`src/rtl/stepper_pkg.sv`:
```
// stepper_pkg: shared types and defaults for the board-level soc clock stepper.
package stepper_pkg;

  typedef enum logic [1:0] {
    IDLE     = 2'd0,
    STEP     = 2'd1,
    WAIT_REL = 2'd2,
    RUN      = 2'd3
  } state_e;

  localparam int DEBOUNCE_CYCLES_DEF = 50000;
  localparam int BURST_CYCLES_DEF    = 100;
  localparam int CNT_W_DEF           = 32;

  // Width of the remaining-enables counter: must hold BURST_CYCLES itself.
  function automatic int rem_width(input int burst_cycles);
    if (burst_cycles < 1) begin
      return 1;
    end else begin
      return $clog2(burst_cycles + 1);
    end
  endfunction

endpackage

```
`src/rtl/stepper_debounce.sv`:
```
// stepper_debounce: 2-flop synchronizer followed by a stability-counter debouncer.
// The debounced output only follows the synchronized input once the two have
// disagreed for DEBOUNCE_CYCLES consecutive cycles; any agreement restarts the count.
module stepper_debounce
  import stepper_pkg::*;
#(
  parameter int   DEBOUNCE_CYCLES = DEBOUNCE_CYCLES_DEF,
  parameter logic RESET_VAL       = 1'b0
) (
  input  logic clk,
  input  logic rst_n,
  input  logic raw,
  output logic deb
);

  localparam int CW = $clog2(DEBOUNCE_CYCLES + 1);
  localparam logic [CW-1:0] CNT_LAST = CW'(DEBOUNCE_CYCLES - 1);

  logic [1:0]    sync_r;
  logic          deb_r;
  logic [CW-1:0] cnt_r;

  // Bring the asynchronous raw input into the clk domain.
  always_ff @(posedge clk or negedge rst_n) begin
    if (!rst_n) begin
      sync_r <= {RESET_VAL, RESET_VAL};
    end else begin
      sync_r <= {sync_r[0], raw};
    end
  end

  // Accept a new level only after it has been stable for the full window.
  always_ff @(posedge clk or negedge rst_n) begin
    if (!rst_n) begin
      deb_r <= RESET_VAL;
      cnt_r <= '0;
    end else if (sync_r[1] != deb_r) begin
      if (cnt_r == CNT_LAST) begin
        deb_r <= sync_r[1];
        cnt_r <= '0;
      end else begin
        cnt_r <= cnt_r + CW'(1);
      end
    end else begin
      cnt_r <= '0;
    end
  end

  assign deb = deb_r;

endmodule

```
`src/rtl/soc_stepper.sv`:
```
// soc_stepper: turns a step pushbutton and a run switch into a qualified
// clock-enable for the soc, plus a count of issued enables.
// Optional feature macro: STEPPER_BURST_EN (adds key_burst_n, BURST_CYCLES enables per press).
module soc_stepper
  import stepper_pkg::*;
#(
  parameter int DEBOUNCE_CYCLES = DEBOUNCE_CYCLES_DEF,
  parameter int BURST_CYCLES    = BURST_CYCLES_DEF,
  parameter int CNT_W           = CNT_W_DEF
) (
  input  logic             clk,
  input  logic             rst_n,
  input  logic             key_step_n,
  input  logic             sw_run,
`ifdef STEPPER_BURST_EN
  input  logic             key_burst_n,
`endif
  output logic             soc_clk_en,
  output logic             busy,
  output logic [CNT_W-1:0] cycle_count
);

  localparam int REM_W = rem_width(BURST_CYCLES);
  localparam logic [REM_W-1:0] REM_ONE   = REM_W'(1);
  localparam logic [REM_W-1:0] REM_BURST = REM_W'(BURST_CYCLES);

  logic key_deb_s;
  logic run_deb_s;
  logic burst_deb_s;

  stepper_debounce #(.DEBOUNCE_CYCLES(DEBOUNCE_CYCLES), .RESET_VAL(1'b1)) u_deb_key (
    .clk(clk), .rst_n(rst_n), .raw(key_step_n), .deb(key_deb_s)
  );

  stepper_debounce #(.DEBOUNCE_CYCLES(DEBOUNCE_CYCLES), .RESET_VAL(1'b0)) u_deb_run (
    .clk(clk), .rst_n(rst_n), .raw(sw_run), .deb(run_deb_s)
  );

`ifdef STEPPER_BURST_EN
  stepper_debounce #(.DEBOUNCE_CYCLES(DEBOUNCE_CYCLES), .RESET_VAL(1'b1)) u_deb_burst (
    .clk(clk), .rst_n(rst_n), .raw(key_burst_n), .deb(burst_deb_s)
  );
`else
  // Without the burst key, behave as if it is permanently released.
  assign burst_deb_s = 1'b1;
`endif

  logic              key_prev_r;
  logic              burst_prev_r;
  logic              press_s;
  logic              burst_press_s;
  state_e            state_r;
  state_e            state_next_s;
  logic [REM_W-1:0]  rem_r;
  logic [REM_W-1:0]  rem_next_s;
  logic              en_next_s;
  logic              busy_next_s;
  logic              en_r;
  logic              busy_r;
  logic [CNT_W-1:0]  cnt_r;

  // Remember the previous debounced key levels for falling-edge detection.
  always_ff @(posedge clk or negedge rst_n) begin
    if (!rst_n) begin
      key_prev_r   <= 1'b1;
      burst_prev_r <= 1'b1;
    end else begin
      key_prev_r   <= key_deb_s;
      burst_prev_r <= burst_deb_s;
    end
  end

  assign press_s       = key_prev_r & ~key_deb_s;
  assign burst_press_s = burst_prev_r & ~burst_deb_s;

  // Next-state, remaining count and Moore output decode.
  always_comb begin
    state_next_s = state_r;
    rem_next_s   = rem_r;
    case (state_r)
      IDLE: begin
        if (run_deb_s) begin
          state_next_s = RUN;
        end else if (burst_press_s) begin
          state_next_s = STEP;
          rem_next_s   = REM_BURST;
        end else if (press_s) begin
          state_next_s = STEP;
          rem_next_s   = REM_ONE;
        end else begin
          state_next_s = IDLE;
        end
      end
      STEP: begin
        if (rem_r == REM_ONE) begin
          state_next_s = WAIT_REL;
          rem_next_s   = '0;
        end else begin
          rem_next_s   = rem_r - REM_ONE;
        end
      end
      WAIT_REL: begin
        if (key_deb_s && burst_deb_s) begin
          state_next_s = IDLE;
        end else begin
          state_next_s = WAIT_REL;
        end
      end
      RUN: begin
        if (!run_deb_s) begin
          state_next_s = IDLE;
        end else begin
          state_next_s = RUN;
        end
      end
      default: begin
        state_next_s = IDLE;
        rem_next_s   = '0;
      end
    endcase
    en_next_s   = (state_next_s == STEP) || (state_next_s == RUN);
    busy_next_s = (state_next_s != IDLE);
  end

  // State register with outputs registered alongside so they track the state exactly.
  always_ff @(posedge clk or negedge rst_n) begin
    if (!rst_n) begin
      state_r <= IDLE;
      rem_r   <= '0;
      en_r    <= 1'b0;
      busy_r  <= 1'b0;
    end else begin
      state_r <= state_next_s;
      rem_r   <= rem_next_s;
      en_r    <= en_next_s;
      busy_r  <= busy_next_s;
    end
  end

  // Count issued enables; wraps naturally at the counter width.
  always_ff @(posedge clk or negedge rst_n) begin
    if (!rst_n) begin
      cnt_r <= '0;
    end else if (en_r) begin
      cnt_r <= cnt_r + CNT_W'(1);
    end else begin
      cnt_r <= cnt_r;
    end
  end

  assign soc_clk_en  = en_r;
  assign busy        = busy_r;
  assign cycle_count = cnt_r;

endmodule

```
`config.mk`:
```
export PLATFORM = sky130hd
export DESIGN_NAME = soc_stepper
export DESIGN_NICKNAME = d
export VERILOG_FILES = /design/src/rtl/stepper_pkg.sv /design/src/rtl/stepper_debounce.sv /design/src/rtl/soc_stepper.sv
export SDC_FILE = /design/constraint.sdc
export NUM_CORES = 1
export LEC_CHECK = 0
export CAP_MARGIN = 20
export CELL_PAD_IN_SITES_DETAIL_PLACEMENT = 1
export CELL_PAD_IN_SITES_GLOBAL_PLACEMENT = 1
export CORE_ASPECT_RATIO = 1.1
export CORE_MARGIN = 3
export CORE_UTILIZATION = 51
export CTS_BUF_LIST = sky130_fd_sc_hd__clkbuf_2
export DETAILED_ROUTE_END_ITERATION = 10
export GPL_TIMING_DRIVEN = 0
export PLACE_DENSITY = 0.93
export SLEW_MARGIN = 0
export SYNTH_ARGS = -nofsm -noshare
export SYNTH_HDL_FRONTEND = slang
export SYNTH_SLANG_ARGS = --single-unit
```
`constraint.sdc`:
```
create_clock -name clk -period 3.35 [get_ports clk]
set_input_delay 0.67 -clock clk [delete_from_list [all_inputs] [get_ports clk]]
set_output_delay 0.67 -clock clk [all_outputs]
set_load 0.01 [all_outputs]
```
==> Slide: Implementation Results <==
Flow Results at a Glance

Status
  – Status: complete, no violations

Power and ir drop
  – Sequential fraction of design power: 0.610
  – Internal power: 1.25 mW
  – Clock power frac: 0.363
  – Psw: approximately 390 uW
  – Pwr dens: 372 mW/mm2
  – Maximum vdd drop: approximately 0.00019 V
  – Comb power frac: 0.027
  – Leakage power: approximately 1.9 nW

Yosys
  – # Cells Yosys: between 300 and 400
  – Chip Area, Yosys: 0.00375 mm2
  – Dominant cell area share: 0.513
  – Synth top cell by count: dfrtp_1
  – Post-synth seq share: 0.541
  – Floorplan Nets: between 300 and 400
  – Main flop type: dfrtp_1
  – Unique cell types: 43
  – Registers, synthesis: about 80
  – Yosys warning count: 0
  – Post-synth EDFFs: 0
  – Syn Inst Count: about 340

Critical path
  – Crit path max-delay family: buffers and inverters
  – Setup CP Type: reg2out
  – Worst path cell trace: clkdlybuf4s50_1
  – CP max FO: 6
  – Critical Path Start Type: flip-flop
  – R2R Setup Slk: 1.33 ns

GRT
  – GR Util All Layers: 0.237
  – Global-route wire length before repair: around 15 mm
  – Vias in the first global route: between 3000 and 4000

Run
  – Max cap viols: 0

Cells and area
  – Share of cells above drive strength 1: 0.110
  – Combinational gate area: around 0.0017 mm2
  – Top cell excl fill/tap: dfrtp_1
  – Inserted Diodes: 0
  – Fillers: around 770

Clock network
  – # H-tree levels: 3
  – Root Driver: clkbuf_2
  – Late-Pin Clk Latency: around 0.54 ns
  – Maximum root-to-sink buffer count: 2

Floorplanning
  – FP Rows: 32
  – Die Footprint: between 0.008 and 0.009 mm2

Min path
  – Worst Hold Class: reg2reg
  – Hold Path Cell Cnt: 0

Timing
  – Slew at the pin closest to its max-slew limit: about 0.76 ns
  – Max Freq: around 0.43 GHz
  – Clk_skew: 0.0342 ns
  – Final min period: 2.34 ns
  – Final hold vios: 0

Routing
  – Initial DRT Pass Iterations: 4
  – Vias per cell: roughly 5.7
  – WL per Instance: 18.5 um
  – Routed Antenna Nets: 0
  – Initial DRC count: 106

Place
  – Post-DP Area: around 0.0043 mm2
  – GPL Wtd Cong: 0.772
## stage by stage
stage | setup TNS (ns) | setup WS (ns) | utilization
4_1_cts | 0 | 0.994 | 0.621
6_report | 0 | 1.01 | 0.621
5_1_grt | 0 | 0.898 | 0.621
3_5_place_dp | 0 | 1.34 | 0.601
3_3_place_gp | -92.01 | -1.19 | 0.597
2_1_floorplan | 0 | 1.71 | -
## metal layers
metal / vias to the layer above / routed length (um)
li1: 1279 / -
met1: 1383 / 3670
met2: 56 / 4700
met3: 13 / 297
met4: 0 / 165
met5: - / 0
## flip-flops by register name, summed over array words and instances (netlist names)
signal / flops
u_deb_run.sync_r: 2
state_r: 2
u_deb_run.cnt_r: 16
u_deb_key.deb: 1
u_deb_key.sync_r: 2
u_deb_key.cnt_r: 16
u_deb_run.deb: 1
key_prev_r: 1
cycle_count: 32
busy: 1
rem_r: 7
## power by group through the flow
stage / clock [mW] / sequential, mW / combinational (mW)
floorplan: 0 / 1.01 / 0.0132
global placement: 0 / 1.01 / 0.0389
detailed placement: 0 / 1.01 / 0.0452
CTS: 0.602 / 0.998 / 0.0465
global route: 0.650 / 1.00 / 0.0518
finish: 0.593 / 0.998 / 0.0442
## final cells by class
| class | count | share of cell area |
|---|---|---|
| Buffer | 4 | 0.00654 |
| Clock buffer | 10 | 0.0114 |
| Clock inverter | 6 | 0.0191 |
| Inverter | 9 | 0.00768 |
| Multi-Input combinational cell | 242 | 0.377 |
| Sequential cell | 81 | 0.462 |
| Tap cell | 85 | 0.0242 |
| Timing Repair Buffer | 39 | 0.0921 |
## repair_timing
action | in CTS | in global routing
hold buffers | 1 | 0
endpoints found under the hold margin | 20 | 0
endpoints found under the setup margin | 0 | 0
gates resized | 0 | 0
setup buffers | 0 | 0
## cells by family (layout without fill, tap and decap cells)
| group | count (synthesis) | after routing | synth area share |
|---|---|---|---|
| and+or+nand+nor | 151 | 151 | 0.235 |
| DFF | 81 | 81 | 0.541 |
| xor gates and xnor gates | 62 | 62 | 0.145 |
| AOI/OAI and AO/OA | 21 | 21 | 0.0370 |
| buffers and inverters | 13 | 68 | 0.0167 |
| adders and majority gates | 5 | 5 | 0.0167 |
| muxes | 3 | 3 | 0.00900 |
## worst max path at each step
stage	startpoint	end	slack [ns]	depth (start not counted)
global route	cycle_count[23]	cycle_count[23]	0.90	1
finish	cycle_count[23]	cycle_count[23]	1.01	1
detailed placement	u_deb_run.cnt_r[0]	u_deb_run.cnt_r[12]	1.34	6
floorplan	cycle_count[0]	cycle_count[16]	1.71	5
global placement	rst_n	cycle_count[8]	-1.19	1
CTS	cycle_count[5]	cycle_count[5]	0.99	1
==> images/layer_met1.png <==
Supply wires on this layer in gray.
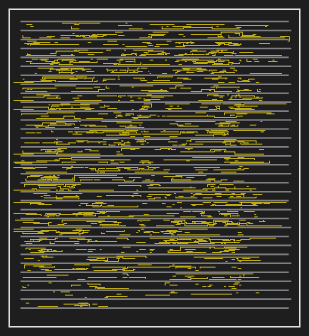
The wires run mostly horizontal. The longest straight run is 23.5 um. 366 nets have wire on it.
Vias: 2731
GRT met1 Usage: 0.281
final wirelength: 8.82 mm

==> images/io_fan.png <==
Bar = 20 um.
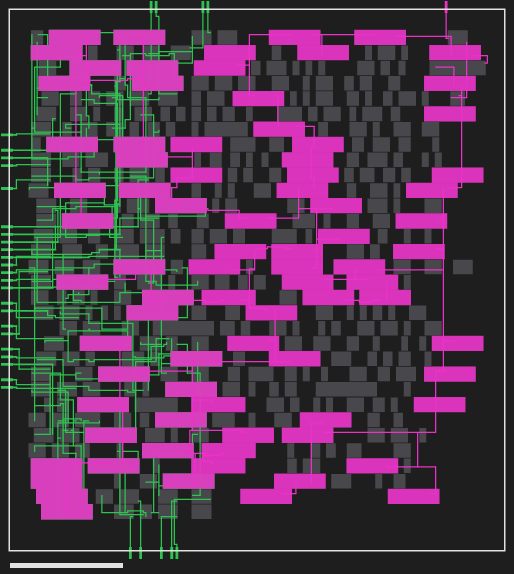
Green shows cycle_count, direction output, end cells 32, wire 1720 um. Magenta shows rst_n, direction input, end cells 81, wire 572 um.
Ports: 38
input/output buffers: 37

No activity file was given, so power comes from the tool's default toggle rates.
